$ cat config.mk
export PLATFORM = sky130hd
export DESIGN_NAME = ahb_line_fill_master_flat
export DESIGN_NICKNAME = d
export VERILOG_FILES = /design/src/rtl/ahb_pkg.sv /design/src/rtl/ahb_line_fill_master_if.sv /design/src/rtl/ahb_line_fill_master_fill_addr_gen.sv /design/src/rtl/ahb_line_fill_master.sv /design/src/flat_wrapper.sv
export SDC_FILE = /design/constraint.sdc
export NUM_CORES = 1
export LEC_CHECK = 0
export CAP_MARGIN = 20
export CORE_MARGIN = 1.5
export CORE_UTILIZATION = 37
export DETAILED_ROUTE_END_ITERATION = 8
export PLACE_DENSITY = 0.78
export SETUP_SLACK_MARGIN = 0.5
export SLEW_MARGIN = 20
export SYNTH_ARGS = -nofsm -noshare
export SYNTH_HDL_FRONTEND = slang
export SYNTH_SLANG_ARGS = --single-unit
$ cat constraint.sdc
create_clock -name hclk -period 1.5 [get_ports hclk]
set_input_delay 0.225 -clock hclk [delete_from_list [all_inputs] [get_ports hclk]]
set_output_delay 0.225 -clock hclk [all_outputs]
set_load 0.05 [all_outputs]
$ cat src/rtl/ahb_pkg.sv
// Shared AHB-Lite encodings and the line-fill master state type.
// Optional build macro: CRITICAL_WORD_FIRST_EN selects wrapping bursts.
package ahb_pkg;

  typedef enum logic [1:0] {
    HTRANS_IDLE   = 2'b00,
    HTRANS_BUSY   = 2'b01,
    HTRANS_NONSEQ = 2'b10,
    HTRANS_SEQ    = 2'b11
  } htrans_e;

  localparam logic [2:0] HBURST_SINGLE = 3'b000;
  localparam logic [2:0] HBURST_WRAP4  = 3'b010;
  localparam logic [2:0] HBURST_INCR4  = 3'b011;
  localparam logic [2:0] HBURST_WRAP8  = 3'b100;
  localparam logic [2:0] HBURST_INCR8  = 3'b101;

  localparam logic [2:0] HSIZE_WORD = 3'b010;

  typedef enum logic [2:0] {
    ST_IDLE,
    ST_ADDR,
    ST_BURST,
    ST_DATA_LAST,
    ST_ERR
  } fill_state_e;

  // Burst type for a line of lw words; wrapping when the critical word leads.
  function automatic logic [2:0] burst_code(input int unsigned lw);
`ifdef CRITICAL_WORD_FIRST_EN
    return (lw == 8) ? HBURST_WRAP8 : HBURST_WRAP4;
`else
    return (lw == 8) ? HBURST_INCR8 : HBURST_INCR4;
`endif
  endfunction

endpackage

$ cat src/rtl/ahb_line_fill_master_if.sv
// AHB-Lite master/slave signal bundle used by the line-fill master.
interface ahb_line_fill_master_if;

  logic [31:0] haddr;
  logic        hwrite;
  logic [2:0]  hsize;
  logic [2:0]  hburst;
  logic [3:0]  hport;
  logic [1:0]  htrans;
  logic        hmastlock;
  logic [31:0] hwdata;
  logic        hready;
  logic        hresp;
  logic [31:0] hrdata;

  modport master (
    output haddr, hwrite, hsize, hburst, hport, htrans, hmastlock, hwdata,
    input  hready, hresp, hrdata
  );

  modport slave (
    input  haddr, hwrite, hsize, hburst, hport, htrans, hmastlock, hwdata,
    output hready, hresp, hrdata
  );

endinterface

$ cat src/rtl/ahb_line_fill_master_fill_addr_gen.sv
// Beat address generator: holds the line base and current word index,
// wraps the index within the line and flags the final address phase.
// Optional build macro: CRITICAL_WORD_FIRST_EN starts at the requested word.
module fill_addr_gen #(
  parameter int unsigned LINE_WORDS = 4
) (
  input  logic                          hclk,
  input  logic                          hrstn,
  input  logic                          i_load,
  input  logic                          i_advance,
  input  logic [31:0]                   i_req_addr,
  output logic [31:0]                   o_addr,
  output logic [$clog2(LINE_WORDS)-1:0] o_idx,
  output logic                          o_last
);

  localparam int unsigned IDX_W = $clog2(LINE_WORDS);

  logic [31-IDX_W-2:0] r_base;
  logic [IDX_W-1:0]    r_idx;
  logic [IDX_W-1:0]    r_cnt;
  logic [IDX_W-1:0]    w_start;
  logic                w_unused_addr;

`ifdef CRITICAL_WORD_FIRST_EN
  assign w_start = i_req_addr[IDX_W+1:2];
`else
  assign w_start = '0;
`endif

  // Offset bits are either the start index or ignored entirely.
  assign w_unused_addr = ^i_req_addr[IDX_W+1:0];

  // Latch line base on request; wrap-increment index on each accepted beat.
  always_ff @(posedge hclk or negedge hrstn) begin
    if (!hrstn) begin
      r_base <= '0;
      r_idx  <= '0;
      r_cnt  <= '0;
    end else if (i_load) begin
      r_base <= i_req_addr[31:IDX_W+2];
      r_idx  <= w_start;
      r_cnt  <= '0;
    end else if (i_advance) begin
      r_idx  <= r_idx + 1'b1;
      r_cnt  <= r_cnt + 1'b1;
    end
  end

  assign o_addr = {r_base, r_idx, 2'b00};
  assign o_idx  = r_idx;
  assign o_last = (r_cnt == IDX_W'(LINE_WORDS - 1));

endmodule

$ cat src/rtl/ahb_line_fill_master.sv
// I-cache line-fill AHB-Lite master: one read burst per miss, beats returned
// tagged with their word index, completion or error reported.
// Optional build macro: CRITICAL_WORD_FIRST_EN (wrap burst, requested word first).
//
// state        | meaning
// ST_IDLE      | ready for a miss request
// ST_ADDR      | first (NONSEQ) address phase, no data in flight
// ST_BURST     | SEQ address phases overlapping previous beat's data phase
// ST_DATA_LAST | final data phase, bus address phase idle
// ST_ERR       | second cycle of an error response pending
module ahb_line_fill_master
  import ahb_pkg::*;
#(
  parameter int unsigned LINE_WORDS = 4,
  parameter logic [3:0]  HPORT_VAL  = 4'b0010
) (
  input  logic                          hclk,
  input  logic                          hrstn,
  input  logic                          req_valid,
  output logic                          req_ready,
  input  logic [31:0]                   req_addr,
  ahb_line_fill_master_if.master        ahb,
  output logic                          fill_valid,
  output logic [$clog2(LINE_WORDS)-1:0] fill_idx,
  output logic [31:0]                   fill_data,
  output logic                          fill_last,
  output logic                          fill_err
);

  localparam int unsigned IDX_W = $clog2(LINE_WORDS);

  fill_state_e      r_state;
  fill_state_e      w_next;
  logic             w_load;
  logic             w_data_phase;
  logic             w_addr_acc;
  logic             w_data_done;
  logic             w_err_start;
  logic             w_last;
  logic [31:0]      w_addr;
  logic [IDX_W-1:0] w_idx;
  logic [IDX_W-1:0] r_dp_idx;
  logic             r_fill_valid;
  logic [IDX_W-1:0] r_fill_idx;
  logic [31:0]      r_fill_data;
  logic             r_fill_last;
  logic             r_fill_err;

  assign w_load       = req_valid && req_ready;
  assign w_data_phase = (r_state == ST_BURST) || (r_state == ST_DATA_LAST);
  assign w_err_start  = w_data_phase && ahb.hresp && !ahb.hready;
  assign w_addr_acc   = ahb.hready && ((r_state == ST_ADDR) || (r_state == ST_BURST));
  assign w_data_done  = w_data_phase && ahb.hready && !ahb.hresp;

  fill_addr_gen #(.LINE_WORDS(LINE_WORDS)) u_addr_gen (
    .hclk       (hclk),
    .hrstn      (hrstn),
    .i_load     (w_load),
    .i_advance  (w_addr_acc),
    .i_req_addr (req_addr),
    .o_addr     (w_addr),
    .o_idx      (w_idx),
    .o_last     (w_last)
  );

  // State register.
  always_ff @(posedge hclk or negedge hrstn) begin
    if (!hrstn) r_state <= ST_IDLE;
    else        r_state <= w_next;
  end

  // Next-state logic.
  always_comb begin
    w_next = r_state;
    case (r_state)
      ST_IDLE:      if (w_load) w_next = ST_ADDR;
      ST_ADDR:      if (ahb.hready) w_next = ST_BURST;
      ST_BURST: begin
        if (w_err_start)                w_next = ST_ERR;
        else if (ahb.hready && w_last)  w_next = ST_DATA_LAST;
      end
      ST_DATA_LAST: begin
        if (w_err_start)      w_next = ST_ERR;
        else if (ahb.hready)  w_next = ST_IDLE;
      end
      ST_ERR:       if (ahb.hready) w_next = ST_IDLE;
      default:      w_next = ST_IDLE;
    endcase
  end

  // Bus outputs; htrans drops to IDLE combinationally in the first error cycle.
  always_comb begin
    req_ready     = hrstn && (r_state == ST_IDLE);
    ahb.htrans    = HTRANS_IDLE;
    ahb.haddr     = '0;
    ahb.hburst    = HBURST_SINGLE;
    ahb.hwrite    = 1'b0;
    ahb.hsize     = HSIZE_WORD;
    ahb.hport     = HPORT_VAL;
    ahb.hmastlock = 1'b0;
    ahb.hwdata    = '0;
    case (r_state)
      ST_ADDR: begin
        ahb.htrans = HTRANS_NONSEQ;
        ahb.haddr  = w_addr;
        ahb.hburst = burst_code(LINE_WORDS);
      end
      ST_BURST: begin
        if (!w_err_start) begin
          ahb.htrans = HTRANS_SEQ;
          ahb.haddr  = w_addr;
          ahb.hburst = burst_code(LINE_WORDS);
        end
      end
      default: ;
    endcase
  end

  // Registered fill return; remembers which word each data phase belongs to.
  always_ff @(posedge hclk or negedge hrstn) begin
    if (!hrstn) begin
      r_dp_idx     <= '0;
      r_fill_valid <= 1'b0;
      r_fill_idx   <= '0;
      r_fill_data  <= '0;
      r_fill_last  <= 1'b0;
      r_fill_err   <= 1'b0;
    end else begin
      if (w_addr_acc) r_dp_idx <= w_idx;
      r_fill_valid <= w_data_done;
      r_fill_last  <= w_data_done && (r_state == ST_DATA_LAST);
      r_fill_err   <= (r_state == ST_ERR) && ahb.hready;
      if (w_data_done) begin
        r_fill_idx  <= r_dp_idx;
        r_fill_data <= ahb.hrdata;
      end
    end
  end

  assign fill_valid = r_fill_valid;
  assign fill_idx   = r_fill_idx;
  assign fill_data  = r_fill_data;
  assign fill_last  = r_fill_last;
  assign fill_err   = r_fill_err;

endmodule
$ cat src/flat_wrapper.sv
// flat-port wrapper written by rule: the top's interface ports become plain ports
module ahb_line_fill_master_flat import ahb_pkg::*;
#(
  parameter int unsigned LINE_WORDS = 4,
  parameter logic [3:0]  HPORT_VAL  = 4'b0010
)
  (hclk, hrstn, req_valid, req_ready, req_addr, fill_valid, fill_idx, fill_data, fill_last, fill_err, ahb_haddr, ahb_hwrite, ahb_hsize, ahb_hburst, ahb_hport, ahb_htrans, ahb_hmastlock, ahb_hwdata, ahb_hready, ahb_hresp, ahb_hrdata);
  ahb_line_fill_master_if ahb_i ();
  input  logic hclk;
  input  logic hrstn;
  input  logic req_valid;
  output logic req_ready;
  input  logic [31:0] req_addr;
  output logic fill_valid;
  output logic [$clog2(LINE_WORDS)-1:0] fill_idx;
  output logic [31:0] fill_data;
  output logic fill_last;
  output logic fill_err;
  output wire logic [$bits(ahb_i.haddr)-1:0] ahb_haddr;
  output wire logic [$bits(ahb_i.hwrite)-1:0] ahb_hwrite;
  output wire logic [$bits(ahb_i.hsize)-1:0] ahb_hsize;
  output wire logic [$bits(ahb_i.hburst)-1:0] ahb_hburst;
  output wire logic [$bits(ahb_i.hport)-1:0] ahb_hport;
  output wire logic [$bits(ahb_i.htrans)-1:0] ahb_htrans;
  output wire logic [$bits(ahb_i.hmastlock)-1:0] ahb_hmastlock;
  output wire logic [$bits(ahb_i.hwdata)-1:0] ahb_hwdata;
  input wire logic [$bits(ahb_i.hready)-1:0] ahb_hready;
  input wire logic [$bits(ahb_i.hresp)-1:0] ahb_hresp;
  input wire logic [$bits(ahb_i.hrdata)-1:0] ahb_hrdata;
  assign ahb_haddr = ahb_i.haddr;
  assign ahb_hwrite = ahb_i.hwrite;
  assign ahb_hsize = ahb_i.hsize;
  assign ahb_hburst = ahb_i.hburst;
  assign ahb_hport = ahb_i.hport;
  assign ahb_htrans = ahb_i.htrans;
  assign ahb_hmastlock = ahb_i.hmastlock;
  assign ahb_hwdata = ahb_i.hwdata;
  assign ahb_i.hready = ahb_hready;
  assign ahb_i.hresp = ahb_hresp;
  assign ahb_i.hrdata = ahb_hrdata;
  ahb_line_fill_master #(.LINE_WORDS(LINE_WORDS), .HPORT_VAL(HPORT_VAL)) u_core (.hclk(hclk), .hrstn(hrstn), .req_valid(req_valid), .req_ready(req_ready), .req_addr(req_addr), .ahb(ahb_i), .fill_valid(fill_valid), .fill_idx(fill_idx), .fill_data(fill_data), .fill_last(fill_last), .fill_err(fill_err));
endmodule
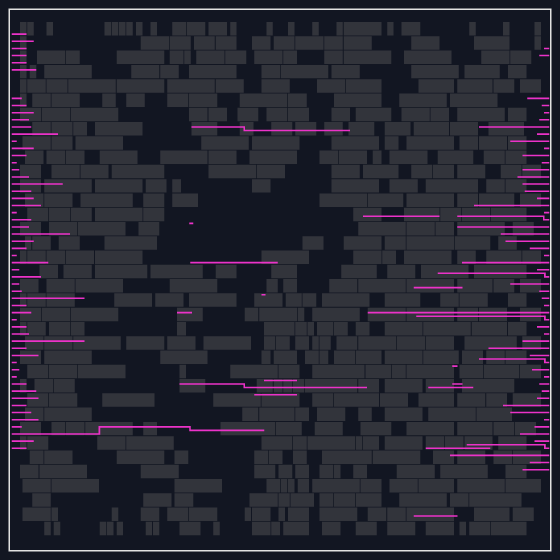
*The metal 3 layer*
Cells faint in the background.
- share of all routed wire: 7.3%
- longest straight run: 34.3 µm
- main direction: horizontal
- wire length on this layer: 756 µm

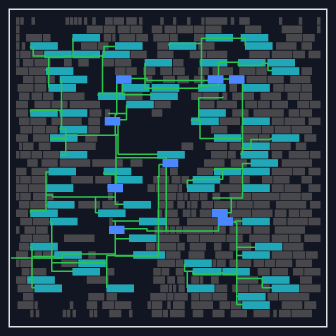
*Routed clock nets over the placement*
- cyan: flip-flops (count 74)
- green: clock wires (length 942 µm)
- blue: cells driving clock nets (count 9)
- flops lie: spread over the die

==> notes.md <==
run metrics: arrival time worst endpoint=1740 ps, overall routing resource usage=19.7%, final number of hold-violating endpoints=37, P_comb=11.9 mW, P_sw=7.54 mW, multiplexer share of the synthesized area=21.9%, area share of and-or/or-and cells after synthesis=2.07%, ANT cells=0, number of standard cells in the layout, taps in and fillers out=606, synthesized chip area reported by yosys=0.00369 mm², sequential-to-total area share from yosys stat=50.2%, number of nets in the layout=540, synth-to-layout area growth=82.8%, adder-cell share of the synthesized area=0.339%, Buffers on Ports=136, Register-to-Register Setup Slack=-360 ps, crit path setup slack, layout=-462 ps, RSZ-0062 raised after global routing=true, cell type with the largest total area after synthesis=dfrtp_1, result of the run=finished with violations, die boundary height=103 µm, final slew viol count=0, Worst Hold Margin=-24.8 ps, Max Fclk=510 MHz, insertion delay to the later sink of the worst-skew pair=340 ps, number of antenna violations at the first check in global routing=0, number of top-level pins=185, total of endpoints with negative setup slack in the final report=105, xor and xnor area share after synthesis=0.475%, failing checks=negative hold slack, negative setup slack, number of nets with antenna violations after detailed routing=0, sw frac=44.8%, gpl congestion=0.716, violation tally from detailed-route iteration zero=57, startpoint-to-endpoint class of the critical path=flip-flop to output pin, leakage power summed over all cells=3.03 nW
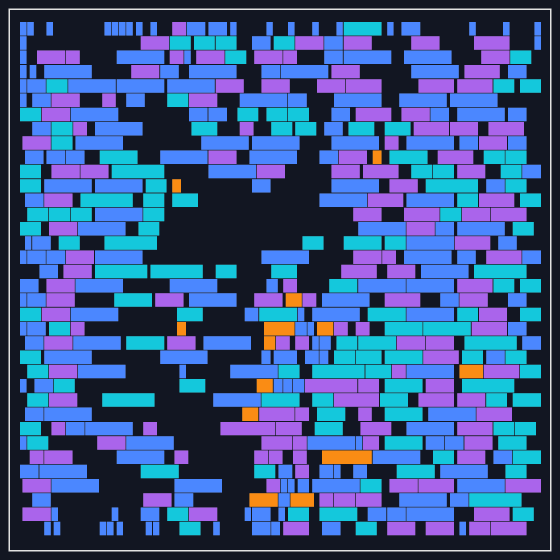
*Drive-strength map*
- orange: drive 2 (cells 13)
- purple: drive 3 to 4 (cells 135)
- blue: drive 1 or less (cells 205)
- cyan: drive 6 and up (cells 120)

[sequential cells by signal (all words and copies together), names as in the netlist]
name                      cells
u_core.fill_valid             1
u_core.fill_err               1
u_core.fill_idx               2
u_core.fill_data             32
u_core.r_state                3
u_core.u_addr_gen.o_idx       2
u_core.r_dp_idx               2
u_core.fill_last              1
u_core.u_addr_gen.r_cnt       2
u_core.u_addr_gen.r_base     28
[timing repair]
item	CTS	global route
setup endpoints to repair	146	172
resized	116	6
pin swaps	13	19
gates cloned	11	1
endpoints found under the hold margin	37	10
setup buffers	26	9
[layer usage]
layer  share of wire [%]  vias to the layer above  track usage, %  routed length, µm
li1                    -                     1251               -                  -
met1                  38                     1330            22.9               3910
met2                  54                      133            35.9               5620
met3                 7.3                        9            6.10                756
met4                0.86                        0            4.47                 89
met5                   0                        -               0                  0
[cells by family (layout without fill, tap and decap cells)]
group / Yosys count / after routing
compound gates: 13 / 13
mux: 63 / 63
xor+xnor: 2 / 2
simple gates: 59 / 59
other cells: 2 / 44
fa+ha+maj: 1 / 1
buf+inv: 63 / 217
flops: 74 / 74
[worst max-delay path, stage by stage (launching register included)]
cell,delay [ps]
dfrtp_1,400
and2b_1,240
a21oi_4,50
buf_12,150
clkbuf_16,170
nor3b_4,210
buf_6,180
[through the flow]
| stage | power (mW) | TNS, ps | hold WS [ps] | util (%) | cell area, µm² |
|---|---|---|---|---|---|
| 3_3_place_gp | 13.0 | -34910 | 345 | 56.5 | 5500 |
| 4_1_cts | 16.5 | -31490 | -22.8 | 68.2 | 6630 |
| 2_1_floorplan | 10.8 | -24570 | -70.6 | - | 4450 |
| 5_1_grt | 17.6 | -38180 | -8.02 | 69.3 | 6750 |
| 6_report | 16.8 | -32740 | -24.8 | 69.3 | 6750 |
| 3_5_place_dp | 13.1 | -36920 | 348 | 56.5 | 5500 |
[cell usage after synthesis, drive strengths merged]
cell type and instances:
nor2b 3, and2b 1, nor4 1, nor2 8, a221oi 1, nor4b 1, a21oi 6, xor2 1
nand3b 2, nand3 1, clkbuf 5, and2 2, buf 58, or3 2, conb 2, a21o 1
ha 1, dfrtp 74, nand2b 2, and3 1, o21ai 3, nor3b 31, nand2 4, a211oi 2
mux2 63, xnor2 1
[worst max path at each step]
stage | start | end | slack [ps] | depth (start not counted)
finish | u_core.r_state[1] | ahb_haddr[6] | -460 | 6
global route | u_core.r_state[1] | ahb_haddr[22] | -520 | 6
CTS | u_core.r_state[1] | ahb_haddr[4] | -450 | 6
global placement | ahb_hready | u_core.fill_data[9] | -480 | 6
floorplan | u_core.r_state[1] | u_core.u_addr_gen.r_base[0] | -590 | 6
detailed placement | ahb_hready | u_core.fill_data[0] | -510 | 6
[area by class of cell]
cell class	instances	share of cell area (%)
clock inverter	4	0.334
clock buffer	10	1.89
multi-input combinational	182	30.9
tap	133	2.47
timing repair buffer	203	36.9
sequential	74	27.5
Power and IR drop assume default switching activity.
